### PDN straps and rails, run 1

Bar = 50 microns. Pins as bars on the die edge.
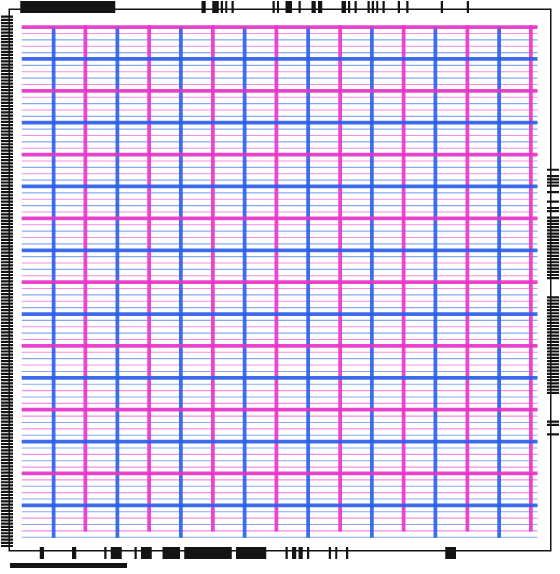
### Placed cells, one color a class, run 1

Bar = 50 microns.
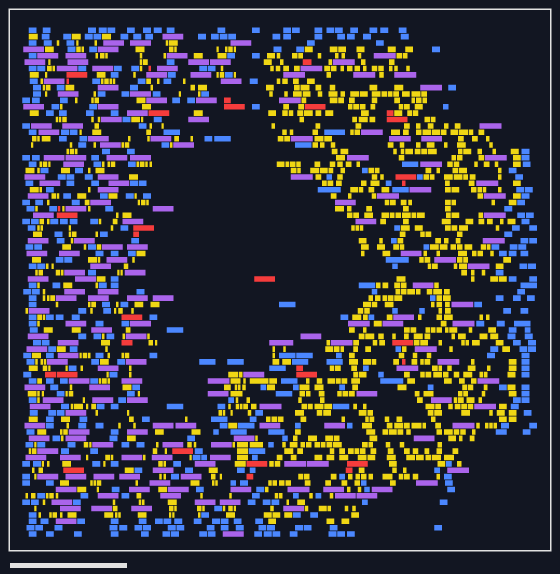
### Clock network drawn from the DEF, run 1

Bar = 50 microns.
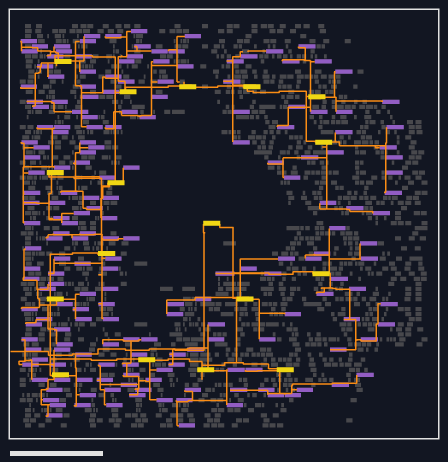
===== config.mk =====
export PLATFORM = sky130hd
export DESIGN_NAME = des_round_sequencer
export DESIGN_NICKNAME = d
export VERILOG_FILES = /design/src/rtl/des_round_sequencer.sv
export SDC_FILE = /design/constraint.sdc
export NUM_CORES = 1
export LEC_CHECK = 0
export CAP_MARGIN = 0
export CELL_PAD_IN_SITES_DETAIL_PLACEMENT = 0
export CELL_PAD_IN_SITES_GLOBAL_PLACEMENT = 1
export CORE_MARGIN = 5
export CORE_UTILIZATION = 25
export DETAILED_ROUTE_END_ITERATION = 10
export HOLD_SLACK_MARGIN = 0.02
export PLACE_DENSITY = 0.61
export REMOVE_ABC_BUFFERS = 1
export SYNTH_ARGS = -nofsm -noshare
export SYNTH_HDL_FRONTEND = slang
export SYNTH_SLANG_ARGS = --single-unit

===== constraint.sdc =====
create_clock -name CLK -period 2.2 [get_ports CLK]
set_input_delay 0.55 -clock CLK [delete_from_list [all_inputs] [get_ports CLK]]
set_output_delay 0.55 -clock CLK [all_outputs]
set_load 0.01 [all_outputs]

===== src/rtl/des_round_sequencer.sv =====
// des_round_sequencer: iterative DES round controller.
// Drives one external combinational round unit for 16 cycles per 64-bit block.
// Owns the L/R state, the C/D key-schedule register with per-round rotation,
// the round counter and the START/DONE handshake.
// Bit 1 of the DES numbering maps to the MSB of each vector.
// Ports:
//   CLK, RST_N        clock (rising edge), asynchronous active-low reset
//   START, MODE       block request; MODE 0 = encrypt, 1 = decrypt (sampled with START)
//   BLOCK_IN          block after IP, {L0, R0}
//   KEY_IN            key after PC-1, {C0, D0}
//   ROUND_IN          round unit result {L_i, R_i}
//   LR_OUT, CD_OUT    current L/R and rotated C/D fed to the round unit / PC-2
//   ROUND_CNT         current round minus 1, 0 when not running
//   BUSY, DONE        rounds executing / one-cycle result-valid pulse
//   BLOCK_OUT         {R16, L16} for IP_inv, held until the next completion
module des_round_sequencer (
  input  logic        CLK,
  input  logic        RST_N,
  input  logic        START,
  input  logic        MODE,
  input  logic [63:0] BLOCK_IN,
  input  logic [55:0] KEY_IN,
  input  logic [63:0] ROUND_IN,
  output logic [63:0] LR_OUT,
  output logic [55:0] CD_OUT,
  output logic [3:0]  ROUND_CNT,
  output logic        BUSY,
  output logic        DONE,
  output logic [63:0] BLOCK_OUT
);

  localparam int unsigned HALF_W = 28;
  localparam int unsigned KEY_W  = 56;
  localparam int unsigned BLK_W  = 64;
  localparam int unsigned CNT_W  = 4;

  localparam logic [1:0] S_IDLE = 2'd0;
  localparam logic [1:0] S_RUN  = 2'd1;
  localparam logic [1:0] S_DONE = 2'd2;

  localparam logic [CNT_W-1:0] LAST_CNT = CNT_W'(15);

  // Rotate one 28-bit half by 1 or 2 positions; "left" moves bits toward bit 1 (MSB).
  function automatic logic [HALF_W-1:0] rot_half(input logic [HALF_W-1:0] h,
                                                 input logic right, input logic two);
    logic [HALF_W-1:0] r;
    if (right) r = two ? {h[1:0], h[HALF_W-1:2]} : {h[0], h[HALF_W-1:1]};
    else       r = two ? {h[HALF_W-3:0], h[HALF_W-1:HALF_W-2]} : {h[HALF_W-2:0], h[HALF_W-1]};
    return r;
  endfunction

  // Rotate C and D independently.
  function automatic logic [KEY_W-1:0] rot_cd(input logic [KEY_W-1:0] cd,
                                              input logic right, input logic two);
    return {rot_half(cd[KEY_W-1:HALF_W], right, two), rot_half(cd[HALF_W-1:0], right, two)};
  endfunction

  logic [1:0]       state, state_d;
  logic             mode_q, mode_d;
  logic [BLK_W-1:0] lr_q, lr_d;
  logic [KEY_W-1:0] cd_q, cd_d;
  logic [CNT_W-1:0] cnt_q, cnt_d;
  logic [BLK_W-1:0] blk_q, blk_d;
  logic             busy_q, done_q;
  logic             single_shift;

  // Step into the next round uses a 1-position shift after cnt 0, 7 and 14 in both
  // directions (the decrypt schedule is the encrypt one read backwards).
  assign single_shift = (cnt_q == CNT_W'(0)) || (cnt_q == CNT_W'(7)) || (cnt_q == CNT_W'(14));

  // Next-state and datapath updates.
  always_comb begin
    state_d = state;
    mode_d  = mode_q;
    lr_d    = lr_q;
    cd_d    = cd_q;
    cnt_d   = cnt_q;
    blk_d   = blk_q;
    case (state)
      S_IDLE, S_DONE: begin
        if (START) begin
          mode_d  = MODE;
          lr_d    = BLOCK_IN;
          // Encrypt round 1 uses K rotated left by 1; decrypt round 1 uses K unrotated (K16).
          cd_d    = MODE ? KEY_IN : rot_cd(KEY_IN, 1'b0, 1'b0);
          cnt_d   = '0;
          state_d = S_RUN;
        end else if (state == S_DONE) begin
          state_d = S_IDLE;
        end
      end
      S_RUN: begin
        lr_d = ROUND_IN;
        if (cnt_q == LAST_CNT) begin
          // Pre-output swap: {R16, L16}; CD left as-is after the last round.
          blk_d   = {ROUND_IN[31:0], ROUND_IN[63:32]};
          cnt_d   = '0;
          state_d = S_DONE;
        end else begin
          cd_d  = rot_cd(cd_q, mode_q, ~single_shift);
          cnt_d = cnt_q + CNT_W'(1);
        end
      end
      default: state_d = S_IDLE;
    endcase
  end

  // State and datapath registers; BUSY/DONE registered from the next state.
  always_ff @(posedge CLK or negedge RST_N) begin
    if (!RST_N) begin
      state  <= S_IDLE;
      mode_q <= 1'b0;
      lr_q   <= '0;
      cd_q   <= '0;
      cnt_q  <= '0;
      blk_q  <= '0;
      busy_q <= 1'b0;
      done_q <= 1'b0;
    end else begin
      state  <= state_d;
      mode_q <= mode_d;
      lr_q   <= lr_d;
      cd_q   <= cd_d;
      cnt_q  <= cnt_d;
      blk_q  <= blk_d;
      busy_q <= (state_d == S_RUN);
      done_q <= (state_d == S_DONE);
    end
  end

  assign LR_OUT    = lr_q;
  assign CD_OUT    = cd_q;
  assign ROUND_CNT = cnt_q;
  assign BUSY      = busy_q;
  assign DONE      = done_q;
  assign BLOCK_OUT = blk_q;

endmodule


==> notes.md, run 1 <==
impl run done, here's what came out: status completed, global router's overall resource usage 18.4%, fraction of final layout cells with drive strength greater than 1 13.6%, share of total power in sequential cells 28.0%, Final Core Density 37.1%, H-tree depth 4, CTS-repair resized insts 41, CTS hold repair buffers 1, dominant delay contributor by cell family on the critical path buffers and inverters, count of library flops with an enable pin 0, area share of the leading cell type in the synthesized netlist 39.8%, post-detailed-route count of antenna-violating nets 0, crit path launch type flop, count of final setup violators 0, weighted congestion reported at the end of routability-driven placement 0.813, antenna violations before repair 11, synthesized-area fraction occupied by ao, oa, aoi and oai cells 25.1%, crit path max-delay cell type sky130_fd_sc_hd__clkdlybuf4s50_1, count of mapped cells out of synthesis 1302, worst relative slew slack 60.3%, CP peak stage delay 0.58 ns, count of unique library cells instantiated by Yosys 27, clock root buffer sky130_fd_sc_hd__clkbuf_16, max-cap check violation count 0, top achievable clock speed 470 MHz, most frequent standard cell in the layout excluding fill and tap cells sky130_fd_sc_hd__clkdlybuf4s50_1, Die Size 53000 sq um, required time at the endpoint of the critical path 1.65 ns, top post-synthesis cells by count sky130_fd_sc_hd__dfrtp_1 (193), sky130_fd_sc_hd__a211oi_1 (168), sky130_fd_sc_hd__nand2_1 (135), Seq share, synth 39.8%, number of top-level pins 378, Area Growth Syn to Fin 46.5%, final antenna diode count 6, fill count 4867, final cell count without fillers 2266, critical path class flop to primary output, Switch Pwr 10800 uW, total negative setup slack 0 ns, routed via count divided by cell count 5.18, total of flip-flops plus latches after synthesis 193, initial detailed-routing violation count 702, Seq. cell area 4880 sq um, Syn Area/Cell 9.32 sq um, Final period util 96.7%, clock slew at the register clock pins of the worst setup and hold paths 0.08 ns, WL per Instance 22.0 microns
## Picture notes: 'PDN straps and rails'
[VDD] magenta
[VSS] blue
signal pins: 378
met5 straps: 16
floorplan core area: 47800 sq um
die x size: 230 microns

## Picture notes: 'Placed cells, one color a class'
[combinational and other logic] yellow | cells: 973 | share of their area: 40%
[flops] purple | cells: 193 | share of their area: 29%
[clock drivers and dummy loads] red | cells: 31 | share of their area: 3.2%
[other buffers and delay cells] blue | cells: 448 | share of their area: 28%
number of placement rows: 80
area of all placed cells without fillers: 17800 sq um

## Picture notes: 'Clock network drawn from the DEF'
[clock wires] orange | length: 3210 microns
[clock drivers] yellow | count: 17
[flip-flops] purple | count: 193
flops lie: spread over the die
part of the total power dissipated in the clock network: 12.4%
reported clock group power: 3090 uW
Insertion Delay late pin: 0.49 ns
largest clock skew in the final design: 0.0188 ns

==> run 1: layer usage <==
| layer | up-vias | GRT usage, % | routed length (microns) |
|---|---|---|---|
| li1 | 5570 | - | - |
| met1 | 5749 | 23.9 | 22000 |
| met2 | 390 | 28.1 | 22400 |
| met3 | 33 | 8.59 | 4850 |
| met4 | 4 | 3.94 | 580 |
| met5 | - | 0 | 21 |
==> run 1: final timing paths <==
path / start / to / slack, ns / cells after the start
max: CD_OUT[35]$_DFFE_PN0P_ / CD_OUT[35] / 0.07 / 1
min: BLOCK_OUT[43]$_DFFE_PN0P_ / BLOCK_OUT[43]$_DFFE_PN0P_ / 0.51 / 1
max reg2reg: ROUND_CNT[1]$_DFFE_PN0P_ / CD_OUT[6]$_DFFE_PN0P_ / 0.11 / 8
min reg2reg: BLOCK_OUT[43]$_DFFE_PN0P_ / BLOCK_OUT[43]$_DFFE_PN0P_ / 0.51 / 1
max in group asynchronous: RST_N / LR_OUT[31]$_DFFE_PN0P_ / 0.91 / 3
min in group asynchronous: RST_N / CD_OUT[13]$_DFFE_PN0P_ / 0.61 / 2
==> run 1: power groups by stage <==
stage | clock network [uW] | registers [uW] | logic [uW]
4_1_cts | 3210 | 7000 | 14700
3_3_place_gp | 0 | 6910 | 14700
2_1_floorplan | 0 | 7430 | 6510
5_1_grt | 3330 | 7260 | 16100
3_5_place_dp | 0 | 6910 | 14700
6_report | 3090 | 7000 | 14900
==> run 1: stage by stage <==
step | setup slack [ns] | hold WS (ns) | instance area [sq um]
after detailed placement | 0.0449 | 0.495 | 17100
after global routing | 0.00343 | 0.524 | 17800
final | 0.0726 | 0.508 | 17800
after floorplan | -5.65 | 0.254 | 11600
after CTS | 0.0140 | 0.499 | 17700
after global placement | 0.0629 | 0.489 | 17100
==> run 2, diff against run 1 <==
==> constraint.sdc (replaced) <==
create_clock -name CLK -period 2.2 [get_ports CLK]
set_input_delay 0.22 -clock CLK [delete_from_list [all_inputs] [get_ports CLK]]
set_output_delay 0.22 -clock CLK [all_outputs]
set_load 0.01 [all_outputs]
### Routed metal, one color a layer, run 2

Two of the layers only.
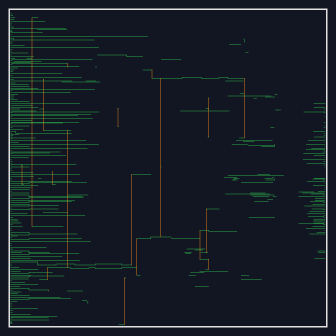
[metal 4] orange | wire length: 720 microns
[metal 3] green | wire length: 4840 microns
via count of the routed design: 11.7k
final wirelength: 49600 microns
WL per Instance: 22.1 microns

==> notes.md, run 2 <==
impl run done, here's what came out: placement-stage cell area 16900 sq um, hold wc startpoint MODE, Switch Pwr 10600 uW, status completed, number of top-level pins 378, Register-to-Register Path Depth 7, fraction of final layout cells with drive strength greater than 1 9.66%, clock slew at the register clock pins of the worst setup and hold paths 0.08 ns, antenna violations before repair 12, area share of the leading cell type in the synthesized netlist 39.8%, endpoint of the worst-slack reg-to-reg timing path CD_OUT[55]$_DFFE_PN0P_, reported clock group power 3350 uW, required time at the endpoint of the critical path 2.59 ns, CP Launch Point ROUND_CNT[0]$_DFFE_PN0P_, H-tree depth 4, max-cap check violation count 0, number of cells on the worst hold path 3, critical path class flop to flop, area of all placed cells without fillers 17500 sq um, count of final setup violators 0, reg-to-reg slack, setup 0.10 ns, worst relative slew slack 56.2%, capturing instance or port of the critical path CD_OUT[55]$_DFFE_PN0P_, top achievable clock speed 477 MHz, count of library flops with an enable pin 0, Die Size 53000 sq um, Seq share, synth 39.8%, floorplan core area 47800 sq um, Endpoint, Worst Hold mode_q$_DFFE_PN0P_, count of unique library cells instantiated by Yosys 27, global router's overall resource usage 18.3%, routed via count divided by cell count 5.20, part of the total power dissipated in the clock network 13.6%, total of flip-flops plus latches after synthesis 193
### Clock network drawn from the DEF, run 2

Bar = 50 microns.
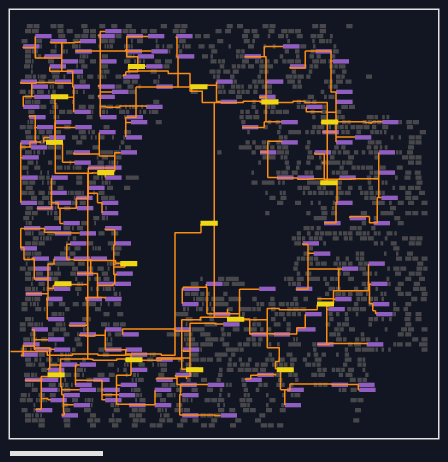
[clock wires] orange | length: 3320 microns
[clock drivers] yellow | count: 17
[flip-flops] purple | count: 193
flops lie: spread over the die
routed clock nets: 18
Insertion Delay late pin: 0.48 ns
largest clock skew in the final design: 0.0132 ns

## run 2: cell counts after synthesis
No cell type changed its count.
## run 2: what timing repair did
action | 4_1_cts | 5_1_grt
hold endpoints to repair | 51 | 0
endpoints found under the setup margin | 0 | 10
hold buffers | 1 | 0
gates resized | 0 | 1
## run 2: layout make-up
| class | instances | area share, % |
|---|---|---|
| clock buffers | 21 | 2.57 |
| flip-flops and latches | 193 | 27.6 |
| well taps | 615 | 4.39 |
| diodes | 5 | 0.0714 |
| multi-input cells | 969 | 38.9 |
| repair buffers | 427 | 25.6 |
| inverters | 4 | 0.0856 |
| clock inverters | 11 | 0.842 |
## run 2: cell families after synthesis
family                   after synthesis  share of synthesized area [%]
AND-OR/OR-AND                        408                           25.1
adder cells (fa/ha/maj)                3                          0.309
buffers and inverters                140                           4.62
flip-flops                           193                           39.8
multiplexers                         177                           15.4
AND/OR/NAND/NOR                      381                           14.8
## run 2: critical path: stages (launching register included)
cell and delay [ns]:
sky130_fd_sc_hd__dfrtp_1 0.40, sky130_fd_sc_hd__ha_1 0.28, sky130_fd_sc_hd__mux2i_4 0.23, sky130_fd_sc_hd__buf_12 0.19, sky130_fd_sc_hd__buf_12 0.18, sky130_fd_sc_hd__mux2i_1 0.10, sky130_fd_sc_hd__a2111o_1 0.43, sky130_fd_sc_hd__o31ai_1 0.18
## run 2: per-layer routing
metal | track usage [%] | part of all wire (%)
met1 | 24.0 | 44
met2 | 27.8 | 44
met3 | 8.06 | 9.8
met4 | 4.69 | 1.5
met5 | 0 | 0.069
## run 2: metrics by stage
step,worst slack (ns),setup TNS [ns],util (%)
2_1_floorplan,-5.65,-762.93,-
3_3_place_gp,0.146,0,35.3
3_5_place_dp,0.0999,0,35.3
4_1_cts,0.0888,0,36.6
5_1_grt,-0.0302,-0.113,36.6
6_report,0.104,0,36.6
Power and IR drop assume default switching activity.
